$ cat config.mk
export PLATFORM = sky130hd
export DESIGN_NAME = pulse_req_scheduler_flat
export DESIGN_NICKNAME = d
export VERILOG_FILES = /design/src/rtl/pulse_req_scheduler_if.sv /design/src/rtl/pulse_req_scheduler.sv /design/src/flat_wrapper.sv
export SDC_FILE = /design/constraint.sdc
export NUM_CORES = 1
export LEC_CHECK = 0
export CAP_MARGIN = 20
export CORE_MARGIN = 1.5
export CORE_UTILIZATION = 45
export CTS_CLUSTER_SIZE = 25
export DETAILED_ROUTE_END_ITERATION = 8
export PLACE_DENSITY = 0.84
export SYNTH_ARGS = -nofsm -noshare
export SYNTH_HDL_FRONTEND = slang
export SYNTH_SLANG_ARGS = --single-unit
$ cat constraint.sdc
create_clock -name clk -period 1.6 [get_ports clk]
set_input_delay 0.32 -clock clk [delete_from_list [all_inputs] [get_ports clk]]
set_output_delay 0.32 -clock clk [all_outputs]
set_load 0.05 [all_outputs]
$ cat src/rtl/pulse_req_scheduler_if.sv
// pulse_req_scheduler_if
//   Grant handshake between the scheduler and the shared service resource.
//   Signals:
//     svc_valid  - grant valid (scheduler -> resource)
//     svc_ready  - resource accepts the current grant (resource -> scheduler)
//     svc_id     - index of the granted channel, stable while svc_valid=1
//     svc_onehot - one-hot form of svc_id while svc_valid=1, else 0
//   Modports: master (scheduler side), slave (resource side).
interface pulse_req_scheduler_if #(
  parameter int N = 4
) ();
  localparam int IDW = $clog2(N);

  logic           svc_valid;
  logic           svc_ready;
  logic [IDW-1:0] svc_id;
  logic [N-1:0]   svc_onehot;

  modport master (
    output svc_valid,
    output svc_id,
    output svc_onehot,
    input  svc_ready
  );

  modport slave (
    input  svc_valid,
    input  svc_id,
    input  svc_onehot,
    output svc_ready
  );
endinterface

$ cat src/rtl/pulse_req_scheduler.sv
// pulse_req_scheduler
//   Multi-channel event scheduler for one shared service resource. Each
//   level request line is rising-edge detected; every edge becomes a sticky
//   pending event. A round-robin arbiter hands pending events out one at a
//   time over a valid/ready grant handshake.
//
//   Ports:
//     clk        - rising-edge clock
//     rst        - synchronous active-high reset
//     req_in     - N level request lines, already synchronous to clk
//     svc        - grant handshake (pulse_req_scheduler_if.master):
//                  svc_valid / svc_ready / svc_id / svc_onehot
//     pend_out   - current pending-event vector
//     busy       - high while a grant is outstanding
//     drop_pulse - one-cycle flag per channel: an edge hit an already
//                  pending (and not just completing) channel
//     drop_cnt   - packed saturating per-channel drop counters, channel i at
//                  [i*CW +: CW]; only present with PULSE_SCHED_DROP_CNT_EN
//
//   Build option: define PULSE_SCHED_DROP_CNT_EN to add the CW parameter,
//   the drop counters and the drop_cnt port.
module pulse_req_scheduler #(
  parameter int N  = 4
`ifdef PULSE_SCHED_DROP_CNT_EN
  ,
  parameter int CW = 4
`endif
) (
  input  logic                 clk,
  input  logic                 rst,
  input  logic [N-1:0]         req_in,
  pulse_req_scheduler_if.master svc,
  output logic [N-1:0]         pend_out,
  output logic                 busy,
  output logic [N-1:0]         drop_pulse
`ifdef PULSE_SCHED_DROP_CNT_EN
  ,
  output logic [N*CW-1:0]      drop_cnt
`endif
);
  localparam int IDW = $clog2(N);

  // Two-bit encoding leaves spare codes; they fall back to IDLE.
  typedef enum logic [1:0] {
    IDLE  = 2'd0,
    SERVE = 2'd1
  } state_t;

  state_t         state_reg, state_next;
  logic [N-1:0]   prev_req_reg;
  logic [N-1:0]   pend_reg, pend_next;
  logic [N-1:0]   drop_pulse_reg, drop_next;
  logic [N-1:0]   edge_det;
  logic [IDW-1:0] ptr_reg, ptr_next;
  logic [IDW-1:0] id_reg, id_next;
  logic [IDW-1:0] sel_id, scan_id;
  logic           sel_found;
  logic           serving;
  logic           done;
  int             scan_idx;

  // Moore decode: only the state register drives the handshake outputs.
  always_comb begin
    serving = 1'b0;
    case (state_reg)
      SERVE:   serving = 1'b1;
      default: serving = 1'b0;
    endcase
  end

  assign done = serving & svc.svc_ready;

  // Per-channel edge detect, pending flag and drop detection.
  for (genvar gi = 0; gi < N; gi++) begin : g_ch
    logic comp;

    // This channel's grant is being accepted this cycle.
    assign comp            = done & (id_reg == IDW'(gi));
    assign edge_det[gi]    = req_in[gi] & ~prev_req_reg[gi];
    // A new edge wins over completion: it re-arms the event rather than
    // counting as a drop.
    assign pend_next[gi]   = edge_det[gi] | (pend_reg[gi] & ~comp);
    assign drop_next[gi]   = edge_det[gi] & pend_reg[gi] & ~comp;
    assign svc.svc_onehot[gi] = serving & (id_reg == IDW'(gi));

`ifdef PULSE_SCHED_DROP_CNT_EN
    logic [CW-1:0] cnt_reg;

    always_ff @(posedge clk) begin
      if (rst) begin
        cnt_reg <= '0;
      end else if (drop_next[gi] && (cnt_reg != {CW{1'b1}})) begin
        cnt_reg <= cnt_reg + 1'b1;
      end
    end

    assign drop_cnt[gi*CW +: CW] = cnt_reg;
`endif
  end

  // Round-robin pick: first pending bit scanning ptr, ptr+1, ... wrapping.
  always_comb begin
    sel_id    = '0;
    sel_found = 1'b0;
    scan_idx  = 0;
    scan_id   = '0;
    for (int k = 0; k < N; k++) begin
      scan_idx = int'(ptr_reg) + k;
      if (scan_idx >= N) begin
        scan_idx = scan_idx - N;
      end
      scan_id = IDW'(scan_idx);
      if (!sel_found && pend_reg[scan_id]) begin
        sel_found = 1'b1;
        sel_id    = scan_id;
      end
    end
  end

  always_comb begin
    state_next = state_reg;
    id_next    = id_reg;
    ptr_next   = ptr_reg;
    case (state_reg)
      IDLE: begin
        if (sel_found) begin
          id_next    = sel_id;
          state_next = SERVE;
        end
      end
      SERVE: begin
        if (svc.svc_ready) begin
          ptr_next   = (id_reg == IDW'(N - 1)) ? '0 : id_reg + 1'b1;
          state_next = IDLE;
        end
      end
      default: state_next = IDLE;
    endcase
  end

  always_ff @(posedge clk) begin
    if (rst) begin
      state_reg      <= IDLE;
      // All-ones so a line held high through reset produces no event.
      prev_req_reg   <= '1;
      pend_reg       <= '0;
      ptr_reg        <= '0;
      id_reg         <= '0;
      drop_pulse_reg <= '0;
    end else begin
      state_reg      <= state_next;
      prev_req_reg   <= req_in;
      pend_reg       <= pend_next;
      ptr_reg        <= ptr_next;
      id_reg         <= id_next;
      drop_pulse_reg <= drop_next;
    end
  end

  assign svc.svc_valid = serving;
  assign svc.svc_id    = id_reg;
  assign busy          = serving;
  assign pend_out      = pend_reg;
  assign drop_pulse    = drop_pulse_reg;

endmodule

$ cat src/flat_wrapper.sv
// flat-port wrapper written by rule: the top's interface ports become plain ports
module pulse_req_scheduler_flat 
#(
  parameter int N  = 4

)
  (clk, rst, req_in, pend_out, busy, drop_pulse, svc_svc_valid, svc_svc_id, svc_svc_onehot, svc_svc_ready);
  pulse_req_scheduler_if #(.N(N)) svc_i ();
  input  logic clk;
  input  logic rst;
  input  logic [N-1:0] req_in;
  output logic [N-1:0] pend_out;
  output logic busy;
  output logic [N-1:0] drop_pulse;
  output wire logic [$bits(svc_i.svc_valid)-1:0] svc_svc_valid;
  output wire logic [$bits(svc_i.svc_id)-1:0] svc_svc_id;
  output wire logic [$bits(svc_i.svc_onehot)-1:0] svc_svc_onehot;
  input wire logic [$bits(svc_i.svc_ready)-1:0] svc_svc_ready;
  assign svc_svc_valid = svc_i.svc_valid;
  assign svc_svc_id = svc_i.svc_id;
  assign svc_svc_onehot = svc_i.svc_onehot;
  assign svc_i.svc_ready = svc_svc_ready;
  pulse_req_scheduler #(.N(N)) u_core (.clk(clk), .rst(rst), .req_in(req_in), .svc(svc_i), .pend_out(pend_out), .busy(busy), .drop_pulse(drop_pulse));
endmodule
Run 1, signal wires on met3:
Drawn at 12 px/um. Cells faint in the background.
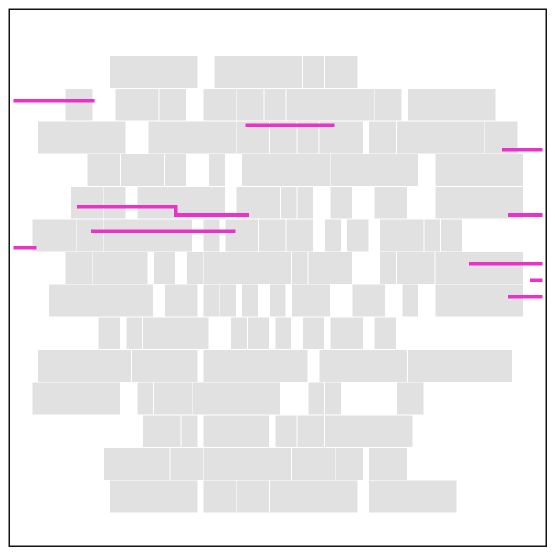
share of all routed wire = 3.3%
wire length on this layer = 56.4 um
longest straight run = 11.7 um
main direction = horizontal
nets with wire on the layer = 8
via count: 656
drt total wl: 1720 um

Run 1, M2 wires:
Drawn at 12 px/um. Cells faint in the background.
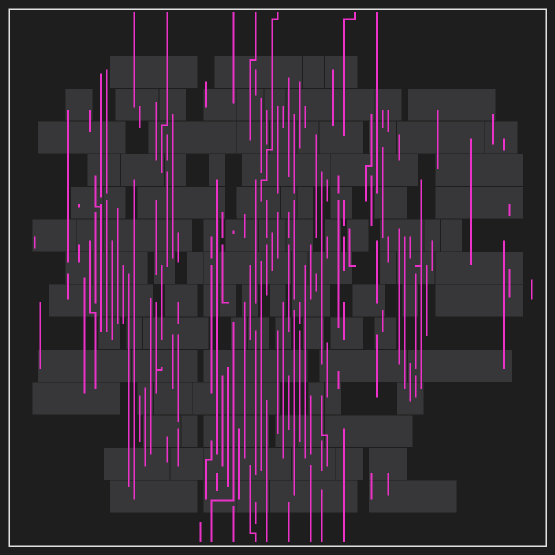
longest straight run = 26.5 um
main direction = vertical
nets with wire on the layer = 104
met2 GRT Util: 34.5%

Run 1, signal metal coverage by tile:
Drawn at 8 px/um. 9 x 9 tiles, from dark blue (low) to red (high), scaled to the fullest tile. Values are wire area over tile area, all layers added.
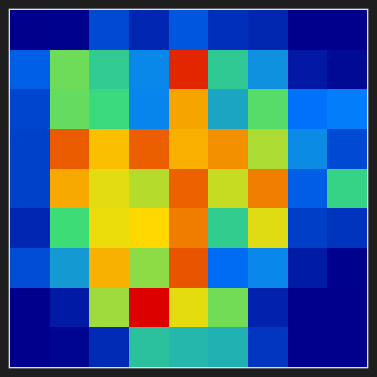
densest ninth of the die = centre
nearly empty tiles = 16%
emptiest ninth of the die = south-east
fullest tile = 0.35
Global Route Usage Sum: 19.5%
per-cell routed wire length: 13.8 um

==> reports/qor.yml, run 1 <==
outcome: "finished, final reports clean"
clk_share_pct: 2.45
comb_share_pct: 35.3
logic_gate_count: 59
yosysCellCount: 87
seq_area_frac_synth_pct: 43.7
largest_cell_class: "multi-input combinational cells"
fin_area_mm2: 0.00112
synth_dominant_cell_count: "dfxtp_1"
common_cells: "17 x dfxtp_1, 12 x nand2_1, 7 x a21oi_1"
adder_share_pct: 6.42
antenna_found_initial: 0
min_to: "u_core.drop_pulse[3]"
synth_area_um2: 779
die_h_um: 44.6
synth_cells: 87
fin_ws_ps: 49.1
post-route-drc-count: 0
worstSetupEndpoint: "svc_svc_onehot[2]"
cts_resized: 6
hp-class: "reg -> reg"
power.largest_group: "sequential cells"
route.met2.wl_um: 904
synth-seq-cells: 17
power_density_mw_per_mm2: 945
hold_violations: 0
min-delay-start: "u_core.prev_req_reg[3]"
cts_buffers: 3
worst-endpoint-arrival_ps: 1230
num-clock-buffers: 3
place_area_mm2: 0.00107
path_cells: "inv_2 -> ha_2 -> and2_4 -> buf_12"
numPortBuffers: 22
cts.clk_slew.worst_paths_ps: 100
die_area_mm2: 0.00199
period_minus_slack_ps: 1550
min_period_over_period_pct: 96.9
seq_share_pct: 31.0
cts_root_buf: "clkbuf_4"
ant_nets: 0
dp.cells: 120
cp.depth: 4
ys_types: 25
dr.max_layer_used: "met4"
finalSetupTns_ps: 0
dpl.hpwl_um: 1300
taps: 16
drtIter0Drc: 2
fp-utilization_pct: 50.0
cts_tree: "built"
final_max_slew_viol_count: 0
yosysTopAreaCellShare_pct: 43.7
area_growth_pct: 44.3
slew_headroom_pct: 70.8
wl_met3_um: 56
tool_warnings: 29
cts_sinks: 17
fp_nets: 98
finalPower_mw: 1.06
drtPass1Iterations: 3
drive_gt1_share_pct: 35.2
switching_share_pct: 34.3
max_slew.worst_pin.slew_ps: 435
grt_max_degree: 11
topCombFamilyByArea: "simple AND/OR/NAND/NOR gates"
skew_ps: 3.11
lay_top_count: "dfxtp_1"
p_int_mw: 0.698
ys_area_um2: 779
buffer_area_share_pct: 27.8
synth_area_per_cell_um2: 8.96
io_pins: 23
cp_slowest_stage_delay_ps: 390
holdPathStages: 2
use_met1_pct: 21.5
--- run 2 (diff from run 1) ---
Settings changed: SLEW_MARGIN from default to 20.
Run 2, congestion heat map:
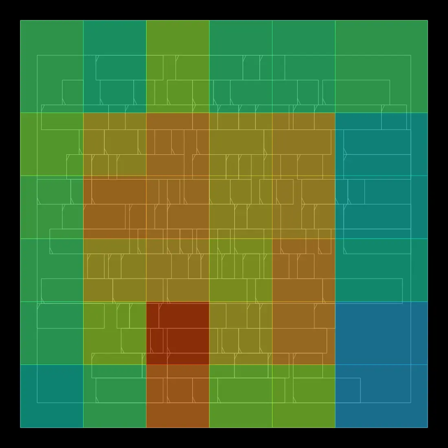
met1 Use GR: 21.5%
Final Core Density: 72.2%
Most Crowded Layer GR: met2

Run 2, ports around the boundary:
Drawn at 12 px/um. Pins as bars across the die edge, other pins in grey.
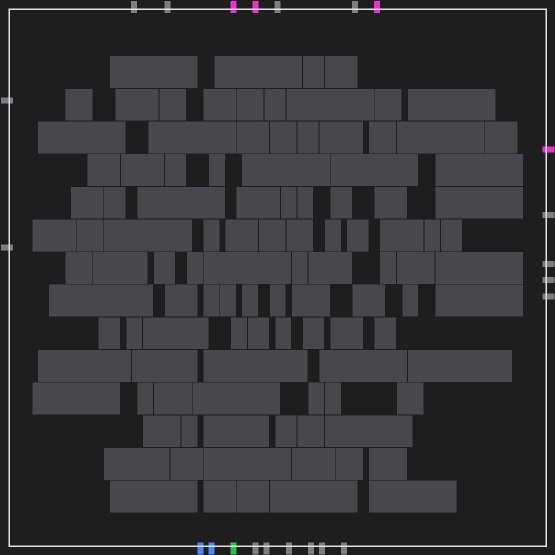
blue -> svc_svc_id  # pins 2, direction output, edge south
magenta -> drop_pulse  # pins 4, direction output, edge 3 north, 1 east
green -> busy  # pins 1, direction output, edge south
die x size: 44.6 um
die height: 44.6 um
PortBufs: 22

==> reports/qor.yml, run 2 <==
seq_area_frac_synth_pct: 43.7  # unchanged
cts_resized: 6  # unchanged
cp_slowest_cell: "dfxtp_4"
grt_max_degree: 11  # unchanged
crit_type: "reg -> out"
dpl.hpwl_um: 1300  # unchanged
pre_cts_slack_ps: 163
logic_gate_count: 59  # unchanged
drtIter0Drc: 2  # unchanged
hp-class: "reg -> reg"
drtPass1Iterations: 3  # unchanged
ys_area_um2: 779  # unchanged
startpoint: "u_core.svc.svc_id[0]"
fp-utilization_pct: 50.0  # unchanged
lay_top_cells: "14 x dfxtp_1, 12 x nand2_1, 10 x buf_12"
max_slew.worst_pin.slew_ps: 435  # unchanged
worst-endpoint-arrival_ps: 1230  # about the same
yosysTopAreaCellShare_pct: 43.7  # unchanged
grtUsageMet3_pct: 6.12
vias: 656  # unchanged
cts_sinks: 17  # unchanged
cts.clk_slew.worst_paths_ps: 100  # about the same
fin_ws_ps: 49.1  # unchanged
path_cells: "inv_2 -> ha_2 -> and2_4 -> buf_12"
reg2reg_setup_slack_ps: 150
overflow: 0
comb_share_pct: 35.3  # unchanged
holdPathStages: 2  # unchanged
fp_nets: 98  # unchanged
lay_top_count: "dfxtp_1"
logic_area_um2: 397
place_area_mm2: 0.00107  # unchanged
startpoint_type: "flop"
topCombFamilyByArea: "simple AND/OR/NAND/NOR gates"
p_int_mw: 0.698  # unchanged
grtUsageTotal_pct: 19.5  # unchanged
buffers: 23
final_max_slew_viol_count: 0  # unchanged
drt-met1-wl_um: 736
clock.latency.late_pin_ps: 290
leakage_nw: 0.432
ys_sh_xor_pct: 0
seq_share_pct: 31.0  # unchanged
cts_tree: "built"
wl_met3_um: 56  # unchanged
cp_slowest_stage_delay_ps: 390  # about the same
synth_dominant_cell_count: "dfxtp_1"
switching_share_pct: 34.3  # unchanged
area_growth_pct: 44.3  # unchanged
rr_startpoint: "u_core.pend_out[2]"
taps: 16  # unchanged
coreArea_mm2: 0.00156
wirelength_um: 1720  # unchanged
cts_buffers: 3  # unchanged
worstSetupEndpoint: "svc_svc_onehot[2]"
buffer_area_share_pct: 27.8  # unchanged
vdd_ir_drop_max_v: 0.000778
synth_area_per_cell_um2: 8.96  # unchanged
drive_gt1_share_pct: 35.2  # unchanged
cts_root_buf: "clkbuf_4"
min-delay-start: "u_core.prev_req_reg[3]"
tool_warnings: 29  # unchanged
post-route-drc-count: 0  # unchanged
finalPower_mw: 1.06  # unchanged
globalplace.congestion: 0.938
h-tree-depth: 1
fin_area_mm2: 0.00112  # unchanged
die_area_mm2: 0.00199  # unchanged
yosysCellCount: 87  # unchanged
outcome: "finished, final reports clean"
largest_cell_class: "multi-input combinational cells"
clk_path_buf_depth: 2
power.largest_group: "sequential cells"
route.met2.wl_um: 904  # unchanged
worst-path-max-fanout: 5
synth_area_um2: 779  # unchanged
clk_share_pct: 2.45  # unchanged
ant_nets: 0  # unchanged
dr.max_layer_used: "met4"
dp.cells: 120  # unchanged
finalSetupTns_ps: 0  # unchanged
rsz0062_at_grt: "false"
ys_sh_mux_pct: 1.28
min_to: "u_core.drop_pulse[3]"
period_minus_slack_ps: 1550  # unchanged
common_cells: "17 x dfxtp_1, 12 x nand2_1, 7 x a21oi_1"
met2_usage_pct: 34.5  # unchanged
p_seq_mw: 0.500
skew_ps: 3.11  # unchanged
io_pins: 23  # unchanged
adder_share_pct: 6.42  # unchanged
num_rows: 14
synth_cells: 87  # unchanged
num-fill-cells: 109
antenna_found_initial: 0  # unchanged
power_density_mw_per_mm2: 945  # unchanged
worst_path_dominant_cell_family: "flip-flops"
edf_count: 0
hold_buffers: 0
fin_hold_ws_ps: 512
synth-seq-cells: 17  # unchanged
hold_violations: 0  # unchanged
grt_pass1_vias: 663
synthAoiAreaFrac_pct: 13.8
wire_per_inst_um: 13.8  # unchanged
min_period_over_period_pct: 96.9  # unchanged
slew_headroom_pct: 70.8  # unchanged
cp.depth: 4  # unchanged
ys_types: 25  # unchanged
num-clock-buffers: 3  # unchanged
